==> src/rtl/cnt1_arbiter.sv <==
// Round-robin vector arbiter in front of a shared cnt1 popcount pipeline.
// Grants whole vectors, tags each with its source ID, and routes returned counts back in order.
module cnt1_arbiter #(
  parameter int unsigned BUS_WIDTH     = 512,
  parameter int unsigned SUB_VECTOR_NO = 2,
  parameter int unsigned CNT_WIDTH     = 10,
  parameter int unsigned TAG_DEPTH     = 8
) (
  input  logic                 clk,
  input  logic                 rst,
  input  logic [BUS_WIDTH-1:0] i_S0Data,
  input  logic                 i_S0Valid,
  output logic                 o_S0Ready,
  input  logic [BUS_WIDTH-1:0] i_S1Data,
  input  logic                 i_S1Valid,
  output logic                 o_S1Ready,
  output logic [BUS_WIDTH-1:0] o_Vector,
  output logic                 o_Valid,
  input  logic [CNT_WIDTH-1:0] i_Cnt,
  input  logic                 i_CntDone,
  output logic [CNT_WIDTH-1:0] o_Cnt,
  output logic                 o_Cnt0Valid,
  output logic                 o_Cnt1Valid,
  output logic                 o_Err
);

  localparam int unsigned WC_W  = (SUB_VECTOR_NO > 1) ? $clog2(SUB_VECTOR_NO) : 1;
  localparam int unsigned PTR_W = $clog2(TAG_DEPTH);
  localparam int unsigned OCC_W = PTR_W + 1;
  localparam int unsigned RM_W  = OCC_W + 1;
  localparam logic [WC_W-1:0] LAST_WORD = WC_W'(SUB_VECTOR_NO - 1);

  typedef enum logic [1:0] {
    IDLE = 2'd0,
    GNT0 = 2'd1,
    GNT1 = 2'd2
  } state_t;

  state_t                 state_q, state_d;
  logic [WC_W-1:0]        wcnt_q, wcnt_d;
  logic                   prio_q, prio_d;
  logic [TAG_DEPTH-1:0]   tag_q;
  logic [PTR_W-1:0]       wr_ptr_q, rd_ptr_q;
  logic [OCC_W-1:0]       occ_q;

  logic                   gnt_valid, gnt_id;
  logic                   pop, push_pend, room;
  logic                   elig0, elig1, arb_en;
  logic                   win_valid, win_id;
  logic                   acc, acc_id, push, last_acc;
  logic                   s0_rdy, s1_rdy;
  logic [BUS_WIDTH-1:0]   acc_data;

  // Arbitration, acceptance and next-state logic
  always_comb begin
    state_d   = state_q;
    wcnt_d    = wcnt_q;
    prio_d    = prio_q;
    gnt_valid = 1'b0;
    gnt_id    = 1'b0;
    win_valid = 1'b0;
    win_id    = prio_q;
    s0_rdy    = 1'b0;
    s1_rdy    = 1'b0;
    acc       = 1'b0;
    acc_id    = 1'b0;

    case (state_q)
      GNT0: begin
        gnt_valid = i_S0Valid;
        gnt_id    = 1'b0;
      end
      GNT1: begin
        gnt_valid = i_S1Valid;
        gnt_id    = 1'b1;
      end
      default: ;
    endcase

    // Room accounts for a first word being pushed by the held grant this same cycle
    pop       = i_CntDone && (occ_q != '0);
    push_pend = gnt_valid && (wcnt_q == '0);
    room      = (({1'b0, occ_q} + RM_W'(push_pend)) - RM_W'(pop)) < RM_W'(TAG_DEPTH);
    elig0     = i_S0Valid && room;
    elig1     = i_S1Valid && room;
    arb_en    = (state_q == IDLE) || (gnt_valid && (wcnt_q == LAST_WORD));

    if (arb_en) begin
      if (elig0 && elig1) begin
        win_valid = 1'b1;
        win_id    = prio_q;
      end else if (elig0) begin
        win_valid = 1'b1;
        win_id    = 1'b0;
      end else if (elig1) begin
        win_valid = 1'b1;
        win_id    = 1'b1;
      end
    end

    // A winner picked during a last-word cycle takes the bus on the following cycle
    if (state_q == IDLE) begin
      acc    = win_valid;
      acc_id = win_id;
      s0_rdy = win_valid && !win_id;
      s1_rdy = win_valid && win_id;
    end else begin
      acc    = gnt_valid;
      acc_id = gnt_id;
      s0_rdy = (state_q == GNT0);
      s1_rdy = (state_q == GNT1);
    end

    push     = acc && (wcnt_q == '0);
    last_acc = acc && (wcnt_q == LAST_WORD);
    acc_data = acc_id ? i_S1Data : i_S0Data;

    if (acc) wcnt_d = last_acc ? '0 : wcnt_q + WC_W'(1);
    if (win_valid) prio_d = ~win_id;

    if (state_q == IDLE) begin
      if (acc && !last_acc) state_d = win_id ? GNT1 : GNT0;
    end else if (last_acc) begin
      state_d = win_valid ? (win_id ? GNT1 : GNT0) : IDLE;
    end
  end

  assign o_S0Ready = s0_rdy && !rst;
  assign o_S1Ready = s1_rdy && !rst;

  // FSM and arbitration state
  always_ff @(posedge clk or posedge rst) begin
    if (rst) begin
      state_q <= IDLE;
      wcnt_q  <= '0;
      prio_q  <= 1'b0;
    end else begin
      state_q <= state_d;
      wcnt_q  <= wcnt_d;
      prio_q  <= prio_d;
    end
  end

  // Source-ID tag FIFO
  always_ff @(posedge clk or posedge rst) begin
    if (rst) begin
      tag_q    <= '0;
      wr_ptr_q <= '0;
      rd_ptr_q <= '0;
      occ_q    <= '0;
    end else begin
      if (push) begin
        tag_q[wr_ptr_q] <= acc_id;
        wr_ptr_q        <= wr_ptr_q + PTR_W'(1);
      end
      if (pop) rd_ptr_q <= rd_ptr_q + PTR_W'(1);
      occ_q <= (occ_q + OCC_W'(push)) - OCC_W'(pop);
    end
  end

  // Forward path to cnt1 and return path to the sources
  always_ff @(posedge clk or posedge rst) begin
    if (rst) begin
      o_Vector    <= '0;
      o_Valid     <= 1'b0;
      o_Cnt       <= '0;
      o_Cnt0Valid <= 1'b0;
      o_Cnt1Valid <= 1'b0;
      o_Err       <= 1'b0;
    end else begin
      o_Valid <= acc;
      if (acc) o_Vector <= acc_data;
      o_Cnt0Valid <= pop && !tag_q[rd_ptr_q];
      o_Cnt1Valid <= pop && tag_q[rd_ptr_q];
      if (pop) o_Cnt <= i_Cnt;
      if (i_CntDone && (occ_q == '0)) o_Err <= 1'b1;
    end
  end

endmodule

==> config.mk <==
export PLATFORM = sky130hd
export DESIGN_NAME = cnt1_arbiter
export DESIGN_NICKNAME = d
export VERILOG_FILES = /design/src/rtl/cnt1_arbiter.sv
export SDC_FILE = /design/constraint.sdc
export NUM_CORES = 1
export LEC_CHECK = 0
export CORE_AREA = 3 3 607 609
export CTS_BUF_LIST = sky130_fd_sc_hd__clkbuf_4
export DETAILED_ROUTE_END_ITERATION = 8
export DIE_AREA = 0 0 610 612
export SYNTH_ARGS = -nofsm -noshare
export SYNTH_HDL_FRONTEND = slang
export SYNTH_SLANG_ARGS = --single-unit
==> constraint.sdc <==
create_clock -name clk -period 32.1 [get_ports clk]
set_input_delay 4.815 -clock clk [delete_from_list [all_inputs] [get_ports clk]]
set_output_delay 4.815 -clock clk [all_outputs]
set_load 0.01 [all_outputs]
**Run 1: track usage over the die**

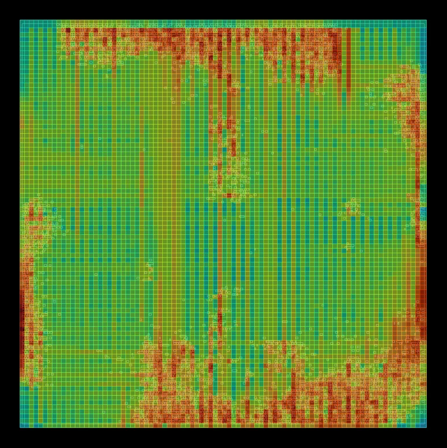
met2 usage: 27.51%
M3 GR Usage: 11.63%
DR WL/cell: 36.18 um
Layout Utilization: 14.21%
GRT met1 Usage: 17.95%

**Run 1: clock wires, drivers and flops**

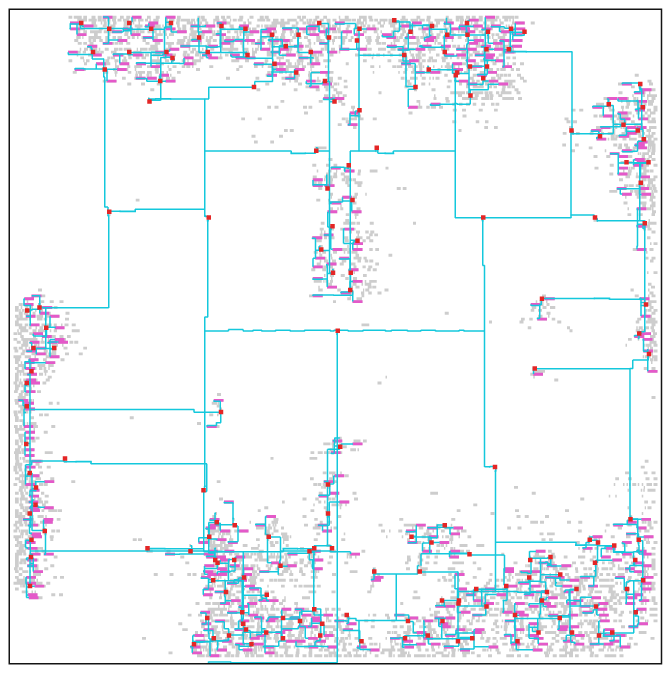
legend:
  clock wires:
    colour: cyan
    length: 14200 um
  flip-flops:
    colour: magenta
    count: 548
  clock drivers:
    colour: red
    count: 186
flops lie: spread over the die
routed clock nets: 187

==> reports/qor.txt, run 1 <==
Status -> finished, final reports clean
Starting DRT DRC Count -> 3126
GRT Util Overall -> 17.66%
ANT nets after route -> 0
First-pass GRT wire length -> 417300 um
Vias/cell -> 3.643
CP startpoint kind -> input port
Core ar. -> 362800 um^2
Flops -> 548
Post-synth top flop -> dfrtp_1
Synth Cell Area -> 28780 um^2
Vias in the first global route -> 33480
Initial antenna violation count -> 241
Max_slew headroom -> 17.68%
1st-pass router iterations -> 5
Yosys aoi share -> 29.81%
Clock buffer depth -> 4
Non-clock buffers -> 1614
Share of layout cells above drive strength 1 -> 7.418%
Worst r2r path cells -> 18
Layout area overhead -> 79.13%
Period Utilization, post-route -> 46.23%
Async SR Flop Fraction -> 100.0%
Yosys top cell by area -> dfrtp_1
Critical Path AT -> 10020 ps
Port Buffers -> 1566
DRC Markers -> 0
Largest net degree at the start of global routing -> 232
Min Hold Slack -> 479.2 ps
Max-Cap Viols -> 0
Wirelength, routed -> 345100 um
Storage element area -> 13710 um^2
Layout non-clock buf frac -> 31.24%
R2R Path Start -> occ_q[3]$_DFF_PP0_
Flops after synth -> 548
WHS Path Cells -> 1
Multi-In Gates -> 2191
Die area -> 373300 um^2
Crit path launch -> i_S1Valid
Placer Congestion -> 0.9195
Final count of negative-setup-slack endpoints -> 0
Synth Warn # -> 0
Worst setup path class -> in2out
Die height -> 612 um
Slew Viols, Final -> 0
Mux share -> 0.6130%
Worst path required time -> 27280 ps
R2R Path End -> o_Vector[265]$_DFFE_PP0N_
Syn_nets -> 4213
Top logic family -> AND-OR/OR-AND gates
Cts hold-fix bufs -> 0
Most frequent cell after synthesis -> nand2_1
Fillcell total -> 41380
Synth Area in XOR/XNOR -> 0.2435%
Top Ports -> 1567
Fin nets -> 5609
Placement Rows -> 221
Setup slack, reg-to-reg -> 24380 ps
Sequential cell area share -> 26.60%
Min-delay src -> o_Err$_DFFE_PP0P_
Slowest CP cell -> clkdlybuf4s50_1
Pwr dens -> 117.9 nW/um^2
DP Wirelength -> 293400 um
Layout Cell Area excl Fill -> 51550 um^2
Max incr delay on CP -> 800 ps
Fin. Hold Viols -> 0
Worst-margin pin slew -> 1235 ps
CTS sink count -> 548
H-tree levels -> 4
WHS Endpoint -> o_Err$_DFFE_PP0P_
Leak -> 17.76 nW
Clkbuf count -> 254
RSZ-0062 raised after global routing -> no
Fin Clk Skew -> 134.3 ps
WP buf/inv -> 4
Simple share -> 14.60%
Combinational Area -> 13240 um^2
Cell area leaders -> dfrtp_1 (48%), nand2_1 (14%), o211ai_1 (13%)
Area after DPL -> 49130 um^2
**Run 1: placed cells, one colour a class**

The bar under the picture is 200 um long.
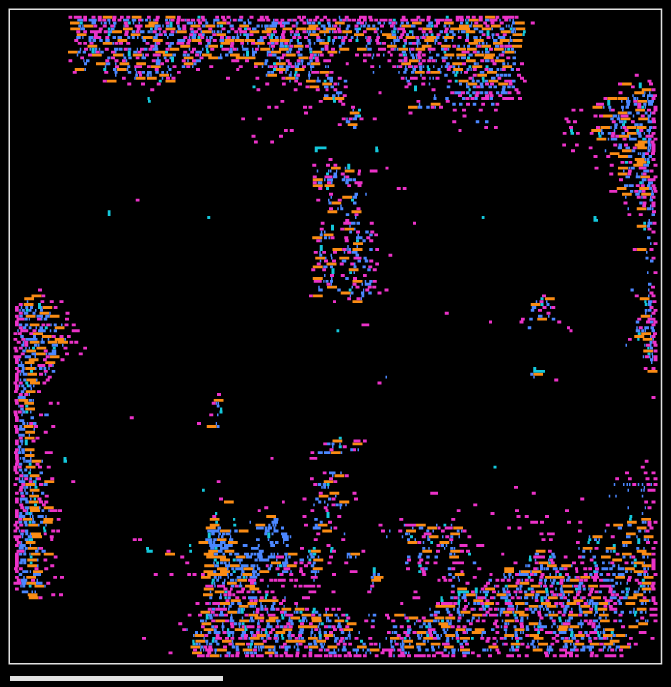
legend:
  flops:
    colour: orange
    cells: 548
    share_of_their_area: 30%
  other buffers and delay cells:
    colour: magenta
    cells: 1614
    share_of_their_area: 35%
  combinational and other logic:
    colour: blue
    cells: 2206
    share_of_their_area: 29%
  clock drivers and dummy loads:
    colour: cyan
    cells: 310
    share_of_their_area: 5.0%

**Run 1: floorplan with the power grid**

Pins as bars on the die edge. Tap cells in grey.
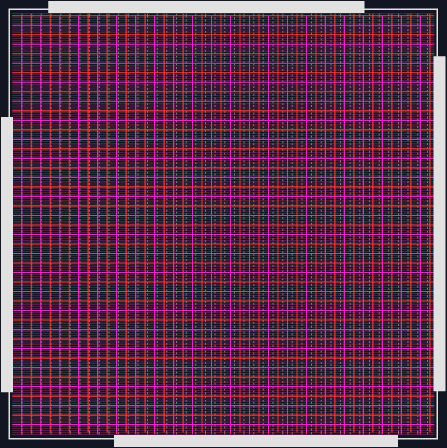
legend:
  VSS:
    colour: magenta
  VDD:
    colour: red
signal pins: 1567
met5 straps: 44

## run 1: worst register-to-register path, cell delays in order, from the launching register on
cell      delay, ps
dfrtp_1         440
inv_1           100
ha_1            140
nor3b_1         260
nand2b_1        510
inv_1           380
ha_1            330
inv_1            70
ha_1            140
nand4b_2        170
and2_1          190
o221a_4         530
inv_8           810
buf_4           690
buf_4           580
buf_12          550
buf_4          1080
o311ai_0        430
o211ai_1        170
## run 1: routing by layer
metal	part of all wire [%]	track usage [%]	wire length (um)	vias up
met5	0.29	0	1001	-
met4	6.2	9.302	21330	148
met3	15	11.63	52920	657
met2	44	27.51	153300	2043
met1	34	17.95	116600	16990
li1	-	-	-	14910
## run 1: power breakdown
part	switching, W	internal (W)
registers	0.000233	0.00104
logic	0.00283	0.00117
clock network	0.000411	0.000388
total	0.00347	0.00261
## run 1: flip-flops by register name, summed over array words and instances (netlist names)
name	cells
o_Cnt	10
o_Cnt0Valid	1
o_Cnt1Valid	1
o_Err	1
o_Valid	1
o_Vector	512
occ_q	4
prio_q	1
rd_ptr_q	3
state_q	2
tag_q	8
wcnt_q	1
wr_ptr_q	3
## run 1: cells in the final DEF, fill, tap and decap left out, types with 8 or more instances in the layout
cell,n
clkdlybuf4s50_1,1560
nand2_1,1064
dfrtp_1,548
o211ai_1,513
o311ai_0,404
clkbuf_4,254
o311ai_1,108
diode_2,68
buf_4,47
clkinv_1,38
inv_1,13
ha_1,13
mux2_2,9
a21oi_1,8
## run 1: metrics by stage
| step | util [%] | setup slack [ps] |
|---|---|---|
| after global routing | 14.20 | 16960 |
| after floorplan | - | 9806 |
| final | 14.21 | 17260 |
| after CTS | 14.16 | 17170 |
| after detailed placement | 13.54 | 17200 |
| after global placement | 13.54 | 17100 |
==> run 1 -> run 2 <==
--- a/config.mk
+++ b/config.mk
@@ -5,10 +5,10 @@
 export SDC_FILE = /design/constraint.sdc
 export NUM_CORES = 1
 export LEC_CHECK = 0
-export CORE_AREA = 3 3 607 609
+export CORE_AREA = 3 3 611 613
 export CTS_BUF_LIST = sky130_fd_sc_hd__clkbuf_4
 export DETAILED_ROUTE_END_ITERATION = 8
-export DIE_AREA = 0 0 610 612
+export DIE_AREA = 0 0 614 616
 export SYNTH_ARGS = -nofsm -noshare
 export SYNTH_HDL_FRONTEND = slang
 export SYNTH_SLANG_ARGS = --single-unit
==> constraint.sdc (replaced) <==
create_clock -name clk -period 15.3 [get_ports clk]
set_input_delay 2.295 -clock clk [delete_from_list [all_inputs] [get_ports clk]]
set_output_delay 2.295 -clock clk [all_outputs]
set_load 0.01 [all_outputs]
==> reports/qor.txt, run 2 <==
Slowest CP cell -> or3_4
Largest register FFs -> 512
Top-area cell share -> 47.65%
Slew Viols, Final -> 0
Final count of negative-setup-slack endpoints -> 0
Synth Warn # -> 0
Critical path depth -> 14
Fin nets -> 5619
Cell area leaders -> dfrtp_1 (48%), nand2_1 (14%), o211ai_1 (13%)
Leak -> 17.90 nW
CP Capture Point -> o_S1Ready
WHS Path Cells -> 1
Async SR Flop Fraction -> 100.0%
Worst setup path class -> in2out
Clock buffer depth -> 4
Post-synth top flop -> dfrtp_1
Highest Signal Layer -> met5
WHS Endpoint -> o_Err$_DFFE_PP0P_
Core ar. -> 368600 um^2
Setup WS pre-CTS -> 5570 ps
ANT nets after route -> 0
Max-Cap Viols -> 0
Worst path required time -> 13010 ps
Status -> finished, final reports clean
DR WL/cell -> 35.26 um
Via count -> 34480
Pwr dens -> 247.6 nW/um^2
Vias in the first global route -> 34030
Storage element area -> 13710 um^2
H-tree levels -> 4
First-pass GRT wire length -> 417800 um
RSZ-0062 raised after global routing -> no
Latency at later pin -> 1290 ps
Fin. Hold Viols -> 0
DP Wirelength -> 291500 um
Die area -> 378200 um^2
Worst-margin pin slew -> 1167 ps
Cts hold-fix bufs -> 0
Crit path launch -> i_S0Valid
Combinational Area -> 13250 um^2
Top Ports -> 1567
DRC Markers -> 0
Top logic cell by instance count in the layout -> clkdlybuf4s50_1
Total grt overflow -> 0
CP top delay family -> simple AND/OR/NAND/NOR gates
Most frequent cell after synthesis -> nand2_1
Fin Setup TNS -> 0 ps
WP buf/inv -> 4
Syn_nets -> 4213
Routed met2 length -> 164400 um
Largest regs -> o_Vector: 512 flops, o_Cnt: 10 flops, tag_q: 8 flops
Fillcell total -> 42000
Yosys top cell by area -> dfrtp_1
Synth Cell Area -> 28780 um^2
Met1 wire length -> 112600 um
Placement Rows -> 223
Share of layout cells above drive strength 1 -> 7.927%
Top reg by flops -> o_Vector
Flops after synth -> 548
Largest net degree at the start of global routing -> 229
Placer Congestion -> 0.9143
Max incr delay on CP -> 910 ps
Setup ws final -> 5575 ps
1st-pass router iterations -> 5
CTS sink count -> 548
Layout area overhead -> 80.88%
CP startpoint kind -> input port
Die height -> 616 um
Initial antenna violation count -> 204
Critical Path AT -> 7430 ps
Period Utilization, post-route -> 63.56%
Most numerous logic cells after layout -> clkdlybuf4s50_1 (1563), nand2_1 (1064), dfrtp_1 (548)
R2R Path End -> o_Vector[453]$_DFFE_PP0N_
Starting DRT DRC Count -> 3277
Worst r2r path cells -> 17
R2R Path Start -> occ_q[3]$_DFF_PP0_
Setup slack, reg-to-reg -> 7840 ps
Wirelength, routed -> 343400 um
Min-delay src -> o_Err$_DFFE_PP0P_
Max_slew headroom -> 22.17%
Fin Clk Skew -> 141.8 ps
Met3 Wirelength -> 51220 um
-- run 2: cell types whose count changed in the layout (fill, tap and decap cells not counted), moves of 3 or more --
cell             before   now
diode_2              68    96
clkbuf_4            254   274
clkinv_1             38    26
buf_4                47    53
bufinv_16             3     6
clkdlybuf4s50_1    1560  1563
clkinv_2              6     3
clkinv_4              3     0
-- run 2: metrics by stage --
step	hold WS (ps)	instances	area (um^2)	utilization (%)
2_1_floorplan	456.3	3160	28780	-
3_3_place_gp	456.9	9328	49420	13.41
3_5_place_dp	446.7	9328	49430	13.41
4_1_cts	466.1	9642	51810	14.06
5_1_grt	480.6	9720	52010	14.11
6_report	468.9	9739	52060	14.12
-- run 2: layout make-up --
| cell class | count | area share [%] |
|---|---|---|
| Timing Repair Buffer | 1625 | 31.13 |
| Sequential cell | 548 | 26.34 |
| Multi-Input combinational cell | 2191 | 25.45 |
| Tap cell | 4950 | 11.90 |
| Clock buffer | 274 | 3.951 |
| Clock inverter | 40 | 0.6321 |
| Antenna cell | 96 | 0.4615 |
| Inverter | 15 | 0.1298 |
-- run 2: cells by family after synthesis --
family / Yosys count / share of synthesized area (%)
multiplexers: 14 / 0.6130
AND-OR/OR-AND: 1058 / 29.81
AND/OR/NAND/NOR: 1097 / 14.60
flip-flops: 548 / 47.65
adder cells (fa/ha/maj): 14 / 0.6347
XOR/XNOR: 8 / 0.2435
buffers and inverters: 421 / 6.452
-- run 2: report_power, final --
group          switching, W  total, W  internal (W)  leakage (nW)
Sequential         0.000536   0.00273       0.00219          6.86
Combinational       0.00593   0.00842       0.00248          9.62
Clock              0.000837   0.00175      0.000910          1.42
-- run 2: layer usage --
layer	vias up	global-route usage [%]
met4	120	6.844
met1	16930	17.09
met5	-	0
li1	14960	-
met2	1898	29.14
met3	571	11.09
**Run 2: track usage over the die**

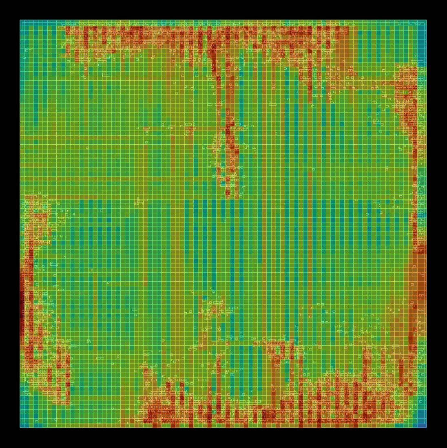
GRT Util Overall: 17.40%
Layout Utilization: 14.12%
M3 GR Usage: 11.09%

**Run 2: clock wires, drivers and flops**

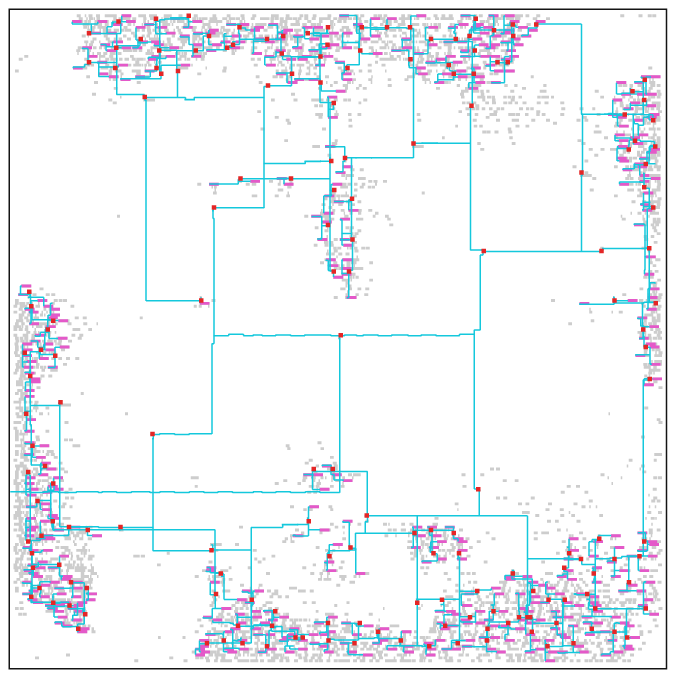
legend:
  clock wires:
    colour: cyan
    length: 13900 um
  flip-flops:
    colour: magenta
    count: 548
  clock drivers:
    colour: red
    count: 185
flops lie: spread over the die
routed clock nets: 186

Power is estimated from default activity; no workload was simulated.
